==> images/util_map.png <==
(4 px per µm) 6 x 8 tiles, from white (low) to dark blue (high), 0 to 100% covered.
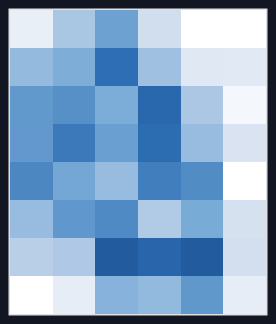
==> images/layers.png <==
(8 px per µm) Only two layers are drawn.
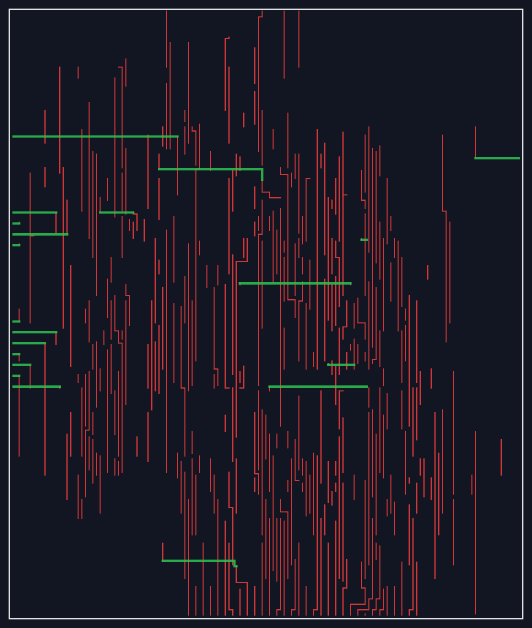
==> images/floorplan.png <==
(6 px per µm) Pins as bars on the die edge.
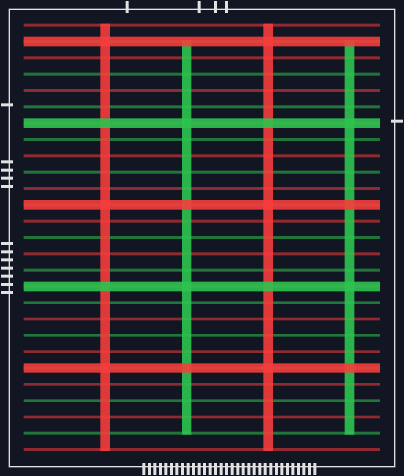
==> images/clock_wires.png <==
(8 px per µm)
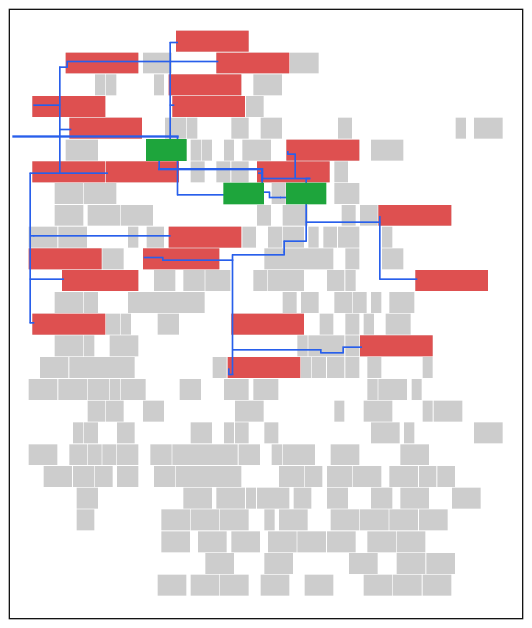
**config.mk**
```make
export PLATFORM = sky130hd
export DESIGN_NAME = burst_arbiter_ctrl
export DESIGN_NICKNAME = d
export VERILOG_FILES = /design/src/rtl/burst_arbiter_ctrl_pkg.sv /design/src/rtl/burst_arbiter_ctrl_picker.sv /design/src/rtl/burst_arbiter_ctrl.sv
export SDC_FILE = /design/constraint.sdc
export NUM_CORES = 1
export LEC_CHECK = 0
export CAP_MARGIN = 20
export CELL_PAD_IN_SITES_DETAIL_PLACEMENT = 0
export CELL_PAD_IN_SITES_GLOBAL_PLACEMENT = 1
export CORE_ASPECT_RATIO = 1.2
export CORE_MARGIN = 2
export CORE_UTILIZATION = 33
export CTS_CLUSTER_DIAMETER = 120
export CTS_CLUSTER_SIZE = 30
export DETAILED_ROUTE_END_ITERATION = 7
export HOLD_SLACK_MARGIN = 0.1
export PLACE_DENSITY = 0.77
export SYNTH_ARGS = -nofsm -noshare
export SYNTH_HDL_FRONTEND = slang
export SYNTH_SLANG_ARGS = --single-unit
```
**constraint.sdc**
```tcl
create_clock -name ap_clk -period 2.9 [get_ports ap_clk]
set_input_delay 0.725 -clock ap_clk [delete_from_list [all_inputs] [get_ports ap_clk]]
set_output_delay 0.725 -clock ap_clk [all_outputs]
set_load 0.03 [all_outputs]
```
**src/rtl/burst_arbiter_ctrl_pkg.sv**
```systemverilog
// burst_arbiter_ctrl_pkg: shared arbiter types for the burst arbiter controller
package burst_arbiter_ctrl_pkg;
    typedef enum logic [1:0] {
        ST_IDLE = 2'd0,
        ST_BUSY = 2'd1,
        ST_GAP  = 2'd2
    } arb_state_t;
endpackage

```
**src/rtl/burst_arbiter_ctrl_picker.sv**
```systemverilog
// rr_priority_picker: combinational round-robin pick starting one past the last winner
module rr_priority_picker import burst_arbiter_ctrl_pkg::*; #(
    parameter int NUM_REQ      = 4,
    parameter int SELECT_WIDTH = $clog2(NUM_REQ)
) (
    input  logic [NUM_REQ-1:0]      i_req,
    input  logic [SELECT_WIDTH-1:0] i_last_winner,
    output logic [NUM_REQ-1:0]      o_onehot,
    output logic [SELECT_WIDTH-1:0] o_index,
    output logic                    o_any
);
    logic [SELECT_WIDTH-1:0] w_pos;
    // Walk offsets from farthest to nearest so the nearest requester overwrites the result.
    always_comb begin
        o_index = '0;
        w_pos   = '0;
        for (int k = NUM_REQ - 1; k >= 0; k--) begin
            w_pos = i_last_winner + SELECT_WIDTH'(k + 1);
            if (i_req[w_pos]) o_index = w_pos;
        end
    end
    assign o_any    = |i_req;
    assign o_onehot = o_any ? (NUM_REQ'(1) << o_index) : '0;
endmodule

```
**src/rtl/burst_arbiter_ctrl.sv**
```systemverilog
// burst_arbiter_ctrl: round-robin burst arbiter with beat counting, done/abort pulses
module burst_arbiter_ctrl import burst_arbiter_ctrl_pkg::*; #(
    parameter int NUM_REQ      = 4,
    parameter int SELECT_WIDTH = $clog2(NUM_REQ),
    parameter int LEN_WIDTH    = 8
) (
    input  logic                           ap_clk,
    input  logic                           areset,
    input  logic                           enable,
    input  logic [NUM_REQ-1:0]             req,
    input  logic [NUM_REQ*LEN_WIDTH-1:0]   req_len,
    input  logic                           beat,
    output logic [NUM_REQ-1:0]             grant,
    output logic [SELECT_WIDTH-1:0]        select,
    output logic                           valid,
    output logic                           done,
    output logic                           abort
);
    arb_state_t              r_state;
    logic [LEN_WIDTH-1:0]    r_cnt;
    logic [SELECT_WIDTH-1:0] r_last;
    logic [NUM_REQ-1:0]      w_onehot;
    logic [SELECT_WIDTH-1:0] w_idx;
    logic                    w_any;
    logic [LEN_WIDTH-1:0]    w_len;

    rr_priority_picker #(.NUM_REQ(NUM_REQ), .SELECT_WIDTH(SELECT_WIDTH)) u_picker (
        .i_req(req), .i_last_winner(r_last),
        .o_onehot(w_onehot), .o_index(w_idx), .o_any(w_any)
    );

    assign w_len = req_len[w_idx*LEN_WIDTH +: LEN_WIDTH];

    // GAP is the single zero-grant cycle; it may arbitrate so bursts are separated by exactly one idle cycle.
    always_ff @(posedge ap_clk or posedge areset) begin
        if (areset) begin
            r_state <= ST_IDLE;
            r_cnt   <= '0;
            r_last  <= SELECT_WIDTH'(NUM_REQ - 1);
            grant   <= '0;
            select  <= '0;
            valid   <= 1'b0;
            done    <= 1'b0;
            abort   <= 1'b0;
        end else begin
            done  <= 1'b0;
            abort <= 1'b0;
            case (r_state)
                ST_BUSY: begin
                    if (beat && r_cnt == LEN_WIDTH'(1)) begin
                        done    <= 1'b1;
                        grant   <= '0;
                        valid   <= 1'b0;
                        r_state <= ST_GAP;
                    end else if (!req[select]) begin
                        abort   <= 1'b1;
                        grant   <= '0;
                        valid   <= 1'b0;
                        r_state <= ST_GAP;
                    end else if (beat) begin
                        r_cnt <= r_cnt - LEN_WIDTH'(1);
                    end
                end
                default: begin
                    if (enable && w_any) begin
                        r_state <= ST_BUSY;
                        grant   <= w_onehot;
                        select  <= w_idx;
                        valid   <= 1'b1;
                        r_last  <= w_idx;
                        r_cnt   <= (w_len == '0) ? LEN_WIDTH'(1) : w_len;
                    end else begin
                        r_state <= ST_IDLE;
                    end
                end
            endcase
        end
    end
endmodule
```
==> results.ini <==
[global_routing]
antenna_found_initial = 0

[final_layout]
syn2layout_area_growth_pct = 46.4
fillers = 398
inverters = 4
flop_area_um2 = 528
insertedDiodeCount = 0

[routing]
wl_met3_um = 116
routed_wl_um = 4120
first_pass_iters = 4

[worst_setup_path]
crit_arrival_ns = 2.91
critPathMaxStageDelay_ns = 0.48
worstPathMaxFanout = 14
required_ns = 3.05

[floorplan]
die_w_um = 64.0
placementRows = 26

[run]
openroad.warnings = 27

[power_and_ir_drop]
powerComb_mw = 1.07
powerSeq_mw = 0.560
p_comb_share_pct = 58.5

[sta]
setup_ws_ns = 0.134
finalCritPeriodShare_pct = 95.4
relSlewSlack_pct = 46.0

[yosys]
ys_sh_mux_pct = 14.0
yosys_cells = 149
synth_area_um2 = 1430
ys_chip_area_um2 = 1430

[worst_hold_path]
hp-class = flip-flop to flip-flop
hold_end = valid

[clocking]
clk_path_buf_depth = 2

[outcome]
outcome = complete, no violations

## Picture notes: util_map.png
- nearly empty tiles: 8.3%
- tiles over 75% full: 10%
- emptiest ninth of the die: top right
- mean over tiles: 42%
CORE AREA: 4200 µm²
fp util: 34.0%

## Picture notes: layers.png
- red: M2 (wire length 2320 µm)
- green: M3 (wire length 117 µm)

## Picture notes: floorplan.png
- green: VDD
- red: VSS
- met1 rails: 27
- met5 straps: 5
- met4 straps: 4
- rows: 26
- signal pins: 49

## Picture notes: clock_wires.png
- blue: clock wires (length 260 µm)
- red: flip-flops (count 21)
- green: clock-net drivers (count 3)
- routed clock nets: 4

-- through the flow --
| step | util [%] | power (mW) | std cells | instance area (µm²) |
|---|---|---|---|---|
| 3_3_place_gp | 48.5 | 1.61 | 259 | 2040 |
| 5_1_grt | 49.7 | 1.97 | 263 | 2090 |
| 3_5_place_dp | 48.5 | 1.64 | 259 | 2040 |
| 2_1_floorplan | - | 1.25 | 149 | 1430 |
| 6_report | 49.7 | 1.83 | 263 | 2090 |
| 4_1_cts | 49.7 | 1.84 | 263 | 2090 |
-- how the worst max path moves through the flow --
stage | start | end | cells after the start
6_report | req[1] | r_cnt[5] | 7
3_5_place_dp | req[1] | r_cnt[5] | 7
5_1_grt | req[3] | r_cnt[6] | 8
3_3_place_gp | req[1] | r_cnt[5] | 7
4_1_cts | req[1] | r_cnt[5] | 7
2_1_floorplan | req[1] | r_cnt[4] | 7
-- cells in the mapped netlist (2+ instances only) --
library cell / instances
nor4_1: 4
nand2_1: 15
or4_1: 2
a21o_1: 3
a32o_2: 4
mux2_2: 2
a21oi_1: 7
clkbuf_1: 3
nand2b_1: 6
dfrtp_1: 19
dfstp_2: 2
a31oi_1: 2
inv_1: 4
nor2_1: 11
mux2i_1: 11
or3_1: 3
a32oi_1: 3
o21ai_0: 11
mux4_2: 3
o21ai_1: 2
nand3_1: 3
nor3_1: 5
buf_2: 2
ha_1: 2
o41ai_1: 2
-- layout by cell type (no fill, tap or decap), drive strengths merged, types with 3 or more instances in the layout --
cell type       n
nand2          16
nor4            4
nor3            5
nor2           11
a21oi           7
or3             3
mux4            3
mux2i          11
o21ai          13
nand3           3
clkbuf          3
or4             3
dfrtp          19
a32o            4
a21o            3
buf            12
nand2b          6
inv             4
a32oi           3
clkdlybuf4s50  48
No activity file was given, so power comes from the tool's default toggle rates.
